Fig. 1: gate-type map
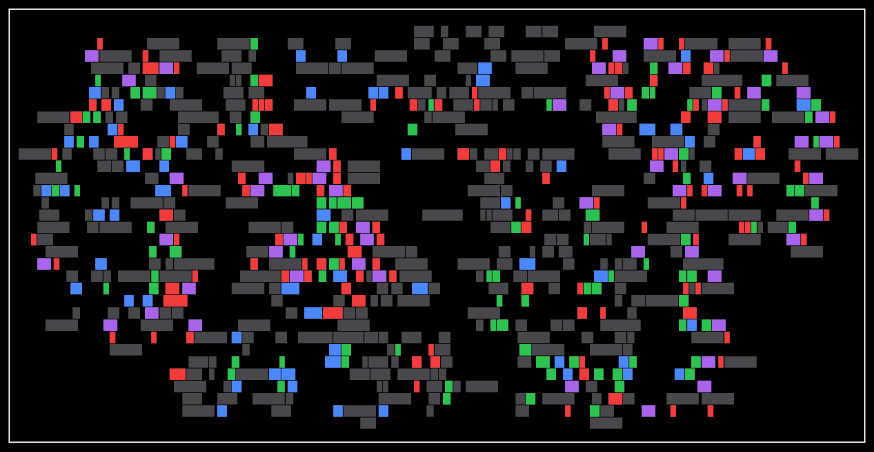
Fig. 2: placed cells, one color a class
Bar = 50 microns.
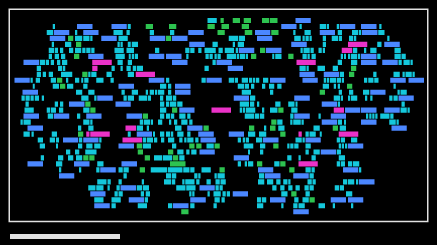
Fig. 3: clock wires, drivers and flops
Bar = 50 microns.
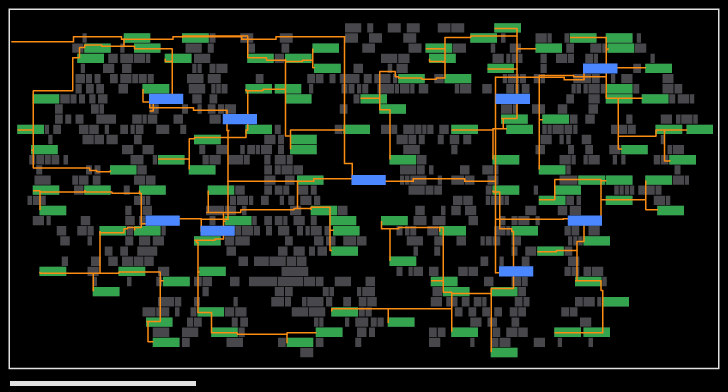
File: src/rtl/set_mode_ctrl_if.sv
// Key/mode bus for set_mode_ctrl.
//   master : drives the raw active-low keys, observes mode/strobe/blink outputs
//   slave  : the controller; samples the keys, drives everything else
//   key_mode, key_sel, key_add : raw asynchronous keys, pressed = 0
//   mode                       : 0 NORMAL, 1 TIME_SET, 2 DATE_SET, 3 ALARM_SET
//   time/date/alarm_set_mod    : one-hot decode of mode, all 0 in NORMAL
//   sel_press, add_press       : one-cycle pulses for the active setter
//   commit_time, commit_date   : one-cycle load strobes on leaving TIME/DATE_SET
//   blink                      : selected-digit visible flag
interface set_mode_ctrl_if;
  logic       key_mode;
  logic       key_sel;
  logic       key_add;
  logic [1:0] mode;
  logic       time_set_mod;
  logic       date_set_mod;
  logic       alarm_set_mod;
  logic       sel_press;
  logic       add_press;
  logic       commit_time;
  logic       commit_date;
  logic       blink;

  modport master (
    output key_mode, key_sel, key_add,
    input  mode, time_set_mod, date_set_mod, alarm_set_mod,
    input  sel_press, add_press, commit_time, commit_date, blink
  );

  modport slave (
    input  key_mode, key_sel, key_add,
    output mode, time_set_mod, date_set_mod, alarm_set_mod,
    output sel_press, add_press, commit_time, commit_date, blink
  );
endinterface

File: src/rtl/set_mode_ctrl.sv
// Clock set-mode controller: debounces three keys, steps the mode FSM
// NORMAL -> TIME_SET -> DATE_SET -> ALARM_SET -> NORMAL, forwards sel/add presses
// in set states, issues commit strobes and drives the digit blink flag.
// Ports:
//   clk : sole clock, rising edge
//   rst : synchronous active-high reset
//   bus : set_mode_ctrl_if.slave (keys in; mode, decodes, strobes, blink out)
// Optional: define SET_TIMEOUT_EN to abandon a set state to NORMAL (no commit)
// after T_TIMEOUT idle cycles.
module set_mode_ctrl #(
  parameter int unsigned T_DEBOUNCE = 500000,
  parameter int unsigned T_BLINK    = 12500000,
  parameter int unsigned T_TIMEOUT  = 500000000
) (
  input logic           clk,
  input logic           rst,
  set_mode_ctrl_if.slave bus
);

  localparam int unsigned DbW = (T_DEBOUNCE > 1) ? $clog2(T_DEBOUNCE) : 1;
  localparam int unsigned BlW = (T_BLINK > 1) ? $clog2(T_BLINK) : 1;
  localparam logic [DbW-1:0] DbMax = DbW'(T_DEBOUNCE - 1);
  localparam logic [BlW-1:0] BlMax = BlW'(T_BLINK - 1);

  typedef enum logic [1:0] {DbIdle, DbWait, DbRelease} db_state_e;
  typedef enum logic [1:0] {
    StNormal   = 2'd0,
    StTimeSet  = 2'd1,
    StDateSet  = 2'd2,
    StAlarmSet = 2'd3
  } mode_e;

  // Bit 0 mode, bit 1 sel, bit 2 add.
  logic [2:0] key_raw;
  logic [2:0] press;
  assign key_raw = {bus.key_add, bus.key_sel, bus.key_mode};

  for (genvar k = 0; k < 3; k++) begin : g_db
    logic [1:0]     sync_q;
    db_state_e      state_q, state_d;
    logic [DbW-1:0] cnt_q, cnt_d;
    logic           press_q, press_d;
    logic           key_s;

    assign key_s    = sync_q[1];
    assign press[k] = press_q;

    always_ff @(posedge clk) begin
      if (rst) begin
        sync_q  <= 2'b11;
        state_q <= DbIdle;
        cnt_q   <= '0;
        press_q <= 1'b0;
      end else begin
        sync_q  <= {sync_q[0], key_raw[k]};
        state_q <= state_d;
        cnt_q   <= cnt_d;
        press_q <= press_d;
      end
    end

    always_comb begin
      state_d = state_q;
      cnt_d   = cnt_q;
      press_d = 1'b0;
      unique case (state_q)
        DbIdle: begin
          if (!key_s) begin
            state_d = DbWait;
            cnt_d   = '0;
          end
        end
        DbWait: begin
          // Early release re-arms without a pulse.
          if (key_s) begin
            state_d = DbIdle;
          end else if (cnt_q == DbMax) begin
            press_d = 1'b1;
            state_d = DbRelease;
            cnt_d   = '0;
          end else begin
            cnt_d = cnt_q + 1'b1;
          end
        end
        DbRelease: begin
          // Needs an unbroken run of high samples before re-arming.
          if (!key_s) begin
            cnt_d = '0;
          end else if (cnt_q == DbMax) begin
            state_d = DbIdle;
          end else begin
            cnt_d = cnt_q + 1'b1;
          end
        end
        default: state_d = DbIdle;
      endcase
    end
  end

  mode_e          mode_q, mode_d;
  logic           commit_time_q, commit_time_d;
  logic           commit_date_q, commit_date_d;
  logic           sel_press_q, sel_press_d;
  logic           add_press_q, add_press_d;
  logic           blink_q, blink_d;
  logic [BlW-1:0] blink_cnt_q, blink_cnt_d;
  logic           in_set, mode_chg, fwd, timeout_hit;

  assign in_set   = (mode_q != StNormal);
  assign mode_chg = (mode_d != mode_q);
  assign fwd      = sel_press_d | add_press_d;

`ifdef SET_TIMEOUT_EN
  localparam int unsigned ToW = (T_TIMEOUT > 1) ? $clog2(T_TIMEOUT) : 1;
  localparam logic [ToW-1:0] ToMax = ToW'(T_TIMEOUT - 1);
  logic [ToW-1:0] to_cnt_q, to_cnt_d;

  assign timeout_hit = in_set && (to_cnt_q == ToMax);

  always_comb begin
    to_cnt_d = to_cnt_q;
    if (!in_set || mode_chg || fwd) begin
      to_cnt_d = '0;
    end else if (to_cnt_q != ToMax) begin
      to_cnt_d = to_cnt_q + 1'b1;
    end
  end

  always_ff @(posedge clk) begin
    if (rst) to_cnt_q <= '0;
    else     to_cnt_q <= to_cnt_d;
  end
`else
  logic unused_timeout;
  assign unused_timeout = ^T_TIMEOUT;
  assign timeout_hit    = 1'b0;
`endif

  always_comb begin
    mode_d        = mode_q;
    commit_time_d = 1'b0;
    commit_date_d = 1'b0;
    if (press[0]) begin
      unique case (mode_q)
        StNormal:   mode_d = StTimeSet;
        StTimeSet:  begin mode_d = StDateSet;  commit_time_d = 1'b1; end
        StDateSet:  begin mode_d = StAlarmSet; commit_date_d = 1'b1; end
        StAlarmSet: mode_d = StNormal;
        default:    mode_d = StNormal;
      endcase
    end else if (timeout_hit) begin
      mode_d = StNormal;
    end
    // A coincident mode press wins; sel/add in NORMAL are dropped.
    sel_press_d = press[1] & in_set & ~press[0];
    add_press_d = press[2] & in_set & ~press[0];
  end

  always_comb begin
    blink_d     = blink_q;
    blink_cnt_d = blink_cnt_q;
    if (mode_d == StNormal || mode_chg || fwd) begin
      blink_d     = 1'b1;
      blink_cnt_d = '0;
    end else if (blink_cnt_q == BlMax) begin
      blink_d     = ~blink_q;
      blink_cnt_d = '0;
    end else begin
      blink_cnt_d = blink_cnt_q + 1'b1;
    end
  end

  always_ff @(posedge clk) begin
    if (rst) begin
      mode_q        <= StNormal;
      commit_time_q <= 1'b0;
      commit_date_q <= 1'b0;
      sel_press_q   <= 1'b0;
      add_press_q   <= 1'b0;
      blink_q       <= 1'b1;
      blink_cnt_q   <= '0;
    end else begin
      mode_q        <= mode_d;
      commit_time_q <= commit_time_d;
      commit_date_q <= commit_date_d;
      sel_press_q   <= sel_press_d;
      add_press_q   <= add_press_d;
      blink_q       <= blink_d;
      blink_cnt_q   <= blink_cnt_d;
    end
  end

  always_comb begin
    bus.time_set_mod  = 1'b0;
    bus.date_set_mod  = 1'b0;
    bus.alarm_set_mod = 1'b0;
    unique case (mode_q)
      StTimeSet:  bus.time_set_mod  = 1'b1;
      StDateSet:  bus.date_set_mod  = 1'b1;
      StAlarmSet: bus.alarm_set_mod = 1'b1;
      default:    ;
    endcase
  end

  assign bus.mode        = mode_q;
  assign bus.sel_press   = sel_press_q;
  assign bus.add_press   = add_press_q;
  assign bus.commit_time = commit_time_q;
  assign bus.commit_date = commit_date_q;
  assign bus.blink       = blink_q;

endmodule

File: src/flat_wrapper.sv
// flat-port wrapper written by rule: the top's interface ports become plain ports
module set_mode_ctrl_flat 
#(
  parameter int unsigned T_DEBOUNCE = 500000,
  parameter int unsigned T_BLINK    = 12500000,
  parameter int unsigned T_TIMEOUT  = 500000000
)
  (clk, rst, bus_key_mode, bus_key_sel, bus_key_add, bus_mode, bus_time_set_mod, bus_date_set_mod, bus_alarm_set_mod, bus_sel_press, bus_add_press, bus_commit_time, bus_commit_date, bus_blink);
  set_mode_ctrl_if bus_i ();
  input logic clk;
  input logic rst;
  input wire logic [$bits(bus_i.key_mode)-1:0] bus_key_mode;
  input wire logic [$bits(bus_i.key_sel)-1:0] bus_key_sel;
  input wire logic [$bits(bus_i.key_add)-1:0] bus_key_add;
  output wire logic [$bits(bus_i.mode)-1:0] bus_mode;
  output wire logic [$bits(bus_i.time_set_mod)-1:0] bus_time_set_mod;
  output wire logic [$bits(bus_i.date_set_mod)-1:0] bus_date_set_mod;
  output wire logic [$bits(bus_i.alarm_set_mod)-1:0] bus_alarm_set_mod;
  output wire logic [$bits(bus_i.sel_press)-1:0] bus_sel_press;
  output wire logic [$bits(bus_i.add_press)-1:0] bus_add_press;
  output wire logic [$bits(bus_i.commit_time)-1:0] bus_commit_time;
  output wire logic [$bits(bus_i.commit_date)-1:0] bus_commit_date;
  output wire logic [$bits(bus_i.blink)-1:0] bus_blink;
  assign bus_i.key_mode = bus_key_mode;
  assign bus_i.key_sel = bus_key_sel;
  assign bus_i.key_add = bus_key_add;
  assign bus_mode = bus_i.mode;
  assign bus_time_set_mod = bus_i.time_set_mod;
  assign bus_date_set_mod = bus_i.date_set_mod;
  assign bus_alarm_set_mod = bus_i.alarm_set_mod;
  assign bus_sel_press = bus_i.sel_press;
  assign bus_add_press = bus_i.add_press;
  assign bus_commit_time = bus_i.commit_time;
  assign bus_commit_date = bus_i.commit_date;
  assign bus_blink = bus_i.blink;
  set_mode_ctrl #(.T_DEBOUNCE(T_DEBOUNCE), .T_BLINK(T_BLINK), .T_TIMEOUT(T_TIMEOUT)) u_core (.clk(clk), .rst(rst), .bus(bus_i));
endmodule
File: config.mk
export PLATFORM = sky130hd
export DESIGN_NAME = set_mode_ctrl_flat
export DESIGN_NICKNAME = d
export VERILOG_FILES = /design/src/rtl/set_mode_ctrl_if.sv /design/src/rtl/set_mode_ctrl.sv /design/src/flat_wrapper.sv
export SDC_FILE = /design/constraint.sdc
export NUM_CORES = 1
export LEC_CHECK = 0
export CELL_PAD_IN_SITES_DETAIL_PLACEMENT = 0
export CELL_PAD_IN_SITES_GLOBAL_PLACEMENT = 1
export CORE_ASPECT_RATIO = 0.5
export CORE_MARGIN = 1
export CORE_UTILIZATION = 30
export DETAILED_ROUTE_END_ITERATION = 10
export PLACE_DENSITY_LB_ADDON = 0.1
export SLEW_MARGIN = 20
export SYNTH_ARGS = -nofsm -noshare
export SYNTH_HDL_FRONTEND = slang
export SYNTH_SLANG_ARGS = --single-unit
File: constraint.sdc
create_clock -name clk -period 2.3 [get_ports clk]
set_input_delay 0.46 -clock clk [delete_from_list [all_inputs] [get_ports clk]]
set_output_delay 0.46 -clock clk [all_outputs]
set_load 0.01 [all_outputs]
==> metrics.csv <==
stage,metric,value,unit
flow_run,warning_count,38,
clock_tree,cts_resized,1,
sta,maxSlewHeadroom,60.61,%
sta,grt_setup_unrepaired,no,
grt,grtUsageTotal,14.31,%
setup_path,crit_path_start,u_core.g_db[2].cnt_q[9]$_SDFFE_PP0P_,
finish,layout_top_registers,"u_core.g_db.cnt_q: 57 flops, u_core.blink_cnt_q: 24 flops",
finish,lay_top_cells,"103 x dfxtp_1, 66 x nor2_1, 44 x buf_4",
synthesis,dominantRegCellSynth,dfxtp_1,
setup_path,critPathMaxFanout,10,
finish,flip_flop_count_of_the_largest_register_all_copies_and_words_added,57,
setup_path,setup.reg_to_reg.worst_slack,80,ps
floorplanning,floorplan.initialDensity,31.49,%
power_and_ir_drop,total_power,0.003997,W
grt,grt_pass1_wl,20650,microns
finish,largest_register,u_core.g_db.cnt_q,
synthesis,synth.top_cell.area_share,38.97,%
flow_run,drv_cap,0,
clock_tree,clock_tree.htree_level_count,3,
routing,detail_route.drc_violations,0,
min_path,hold_end,u_core.g_db[2].sync_q[1]$_SDFF_PP1_,
clock_tree,clockBufferDepth,2,
clock_tree,cts_buffers,9,
floorplanning,coreArea,16800,sq um
sta,tightestPinTransition,585.4,ps
synthesis,synth.cell_area,5291,sq um
setup_path,r2r_end,u_core.g_db[2].cnt_q[1]$_SDFFE_PP0P_,
sta,whs,409.0,ps
clock_tree,cts_hold_repair.buffers,0,
finish,final_layout_top_logic_cell,dfxtp_1,
routing,route.antenna.remaining_nets,0,
setup_path,r2r_cells,6,
sta,final_period_util,96.63,%
sta,final_report_max_slew_violation_count,0,
setup_path,worstPathRequired,2540,ps
sta,final_critical_path_setup_slack,77.58,ps
clock_tree,cts_setup_buffers,0,
sta,finalHoldViolations,0,
floorplanning,floorplan.die.height,95.91,microns
clock_tree,cts_tree,done,
run_status,run_status,"finished, final reports clean",
synthesis,syn_inst,604,
synthesis,yosys_cells,604,
floorplanning,core.rowCount,33,
setup_path,critical_path.endpoint_type,register,
place,placer_s_final_routability_congestion_estimate,0.7733,
floorplanning,num_io_pins,15,
setup_path,worst_setup_path_start_kind,register,
sta,post-route-min-period,2222,ps
grt,grt_remaining_overflow,0,
synthesis,synth.area.top_cells,"dfxtp_1 39%, ha_1 4.7%, nor2_1 4.7%, xnor2_1 4.6%, xor2_1 4.3%",
synthesis,synth_dominant_cell_count,dfxtp_1,
finish,antenna-diode-count,0,
power_and_ir_drop,power.leakage,2.052,nW
min_path,hold-path-cell-count,1,
setup_path,reg2reg_from,u_core.g_db[2].cnt_q[9]$_SDFFE_PP0P_,
place,buffer_ports.inserted,14,
synthesis,synth-edff-count,0,
synthesis,synth.yosys.warnings,0,
grt,antenna_found_initial,0,
finish,final_nets,681,
clock_tree,cts.sink_count,103,
routing,wirelength,12050,microns
sta,fmaxAchievable,0.4500,GHz
grt,grt_max_degree,31,
power_and_ir_drop,power.ir.vdd_worst,0.0003486,V
finish,area_growth_syn_to_fin,18.54,%
synthesis,synth.net_count,629,
routing,drt-pass1-iter-count,4,
About Fig. 1:
legend:
  NOR gates:
    color: red
    cells: 131
    most_used: nor2_1
    where: spread over the die
  AND and OR gates:
    color: blue
    cells: 60
    most_used: and3_1
    where: spread over the die
  XOR/XNOR gates:
    color: purple
    cells: 54
    most_used: xnor2_1
  NAND gates:
    color: green
    cells: 96
    most_used: nand3_1
    where: spread over the die

About Fig. 2:
legend:
  combinational and other logic:
    color: cyan
    cells: 483
  other buffers and delay cells:
    color: green
    cells: 59
  clock drivers and dummy loads:
    color: magenta
    cells: 15
  flops:
    color: blue
    cells: 103

About Fig. 3:
legend:
  clock drivers:
    color: blue
    count: 9
  clock wires:
    color: orange
    length: 1,530 microns
  flip-flops:
    color: green
    count: 103
flops lie: spread over the die
routed clock nets: 10
clock network power: 0.00150 W
Latency at later pin: 350 ps

==> stage by stage <==
| step | area (sq um) | cells |
|---|---|---|
| after global routing | 6272 | 887 |
| after CTS | 6240 | 886 |
| after floorplan | 5291 | 604 |
| after global placement | 5954 | 871 |
| final | 6272 | 887 |
| after detailed placement | 5954 | 871 |
==> logic make-up (layout without fill, tap and decap cells) <==
family | after synthesis | after routing | share of synthesized area, %
and+or+nand+nor | 287 | 287 | 30.62
DFF | 103 | 103 | 38.97
AOI/OAI and AO/OA | 96 | 96 | 13.03
xor gates and xnor gates | 54 | 54 | 8.938
buffers and inverters | 42 | 98 | 3.334
adders and majority gates | 20 | 20 | 4.729
muxes | 2 | 2 | 0.3784
==> layer usage <==
metal  wire length (microns)  up-vias  track usage (%)
met5                       0        -                0
met4                     187        0            4.435
met3                     326       16            4.083
met2                    5216       41            23.20
met1                    6321     2026            18.48
li1                        -     2313                -
==> power breakdown <==
| group | internal [W] | total [W] | leakage (nW) | switching (W) |
|---|---|---|---|---|
| logic | 0.000259 | 0.000640 | 1.08 | 0.000382 |
| clock network | 0.000814 | 0.00150 | 0.140 | 0.000683 |
| registers | 0.00182 | 0.00186 | 0.832 | 0.0000376 |
| total | 0.00289 | 0.00400 | 2.05 | 0.00110 |
==> worst max-delay path: stages (launching register included) <==
cell and delay (ps):
dfxtp_1 340, or4_4 530, or4_4 560, o31ai_4 270
buf_12 160, mux2i_1 200, nor3_2 50
==> final cells by class <==
cell class              instances  area (sq um)  area share [%]
multi-input cells             459          3067           48.89
flip-flops and latches        103          2062           32.87
repair buffers                 59         485.5           7.740
well taps                     227         284.0           4.528
clock buffers                  12         266.5           4.249
inverters                      24         90.09           1.436
clock inverters                 3         17.52          0.2793
Power figures rest on the tool's default switching activity, not on a simulated workload.
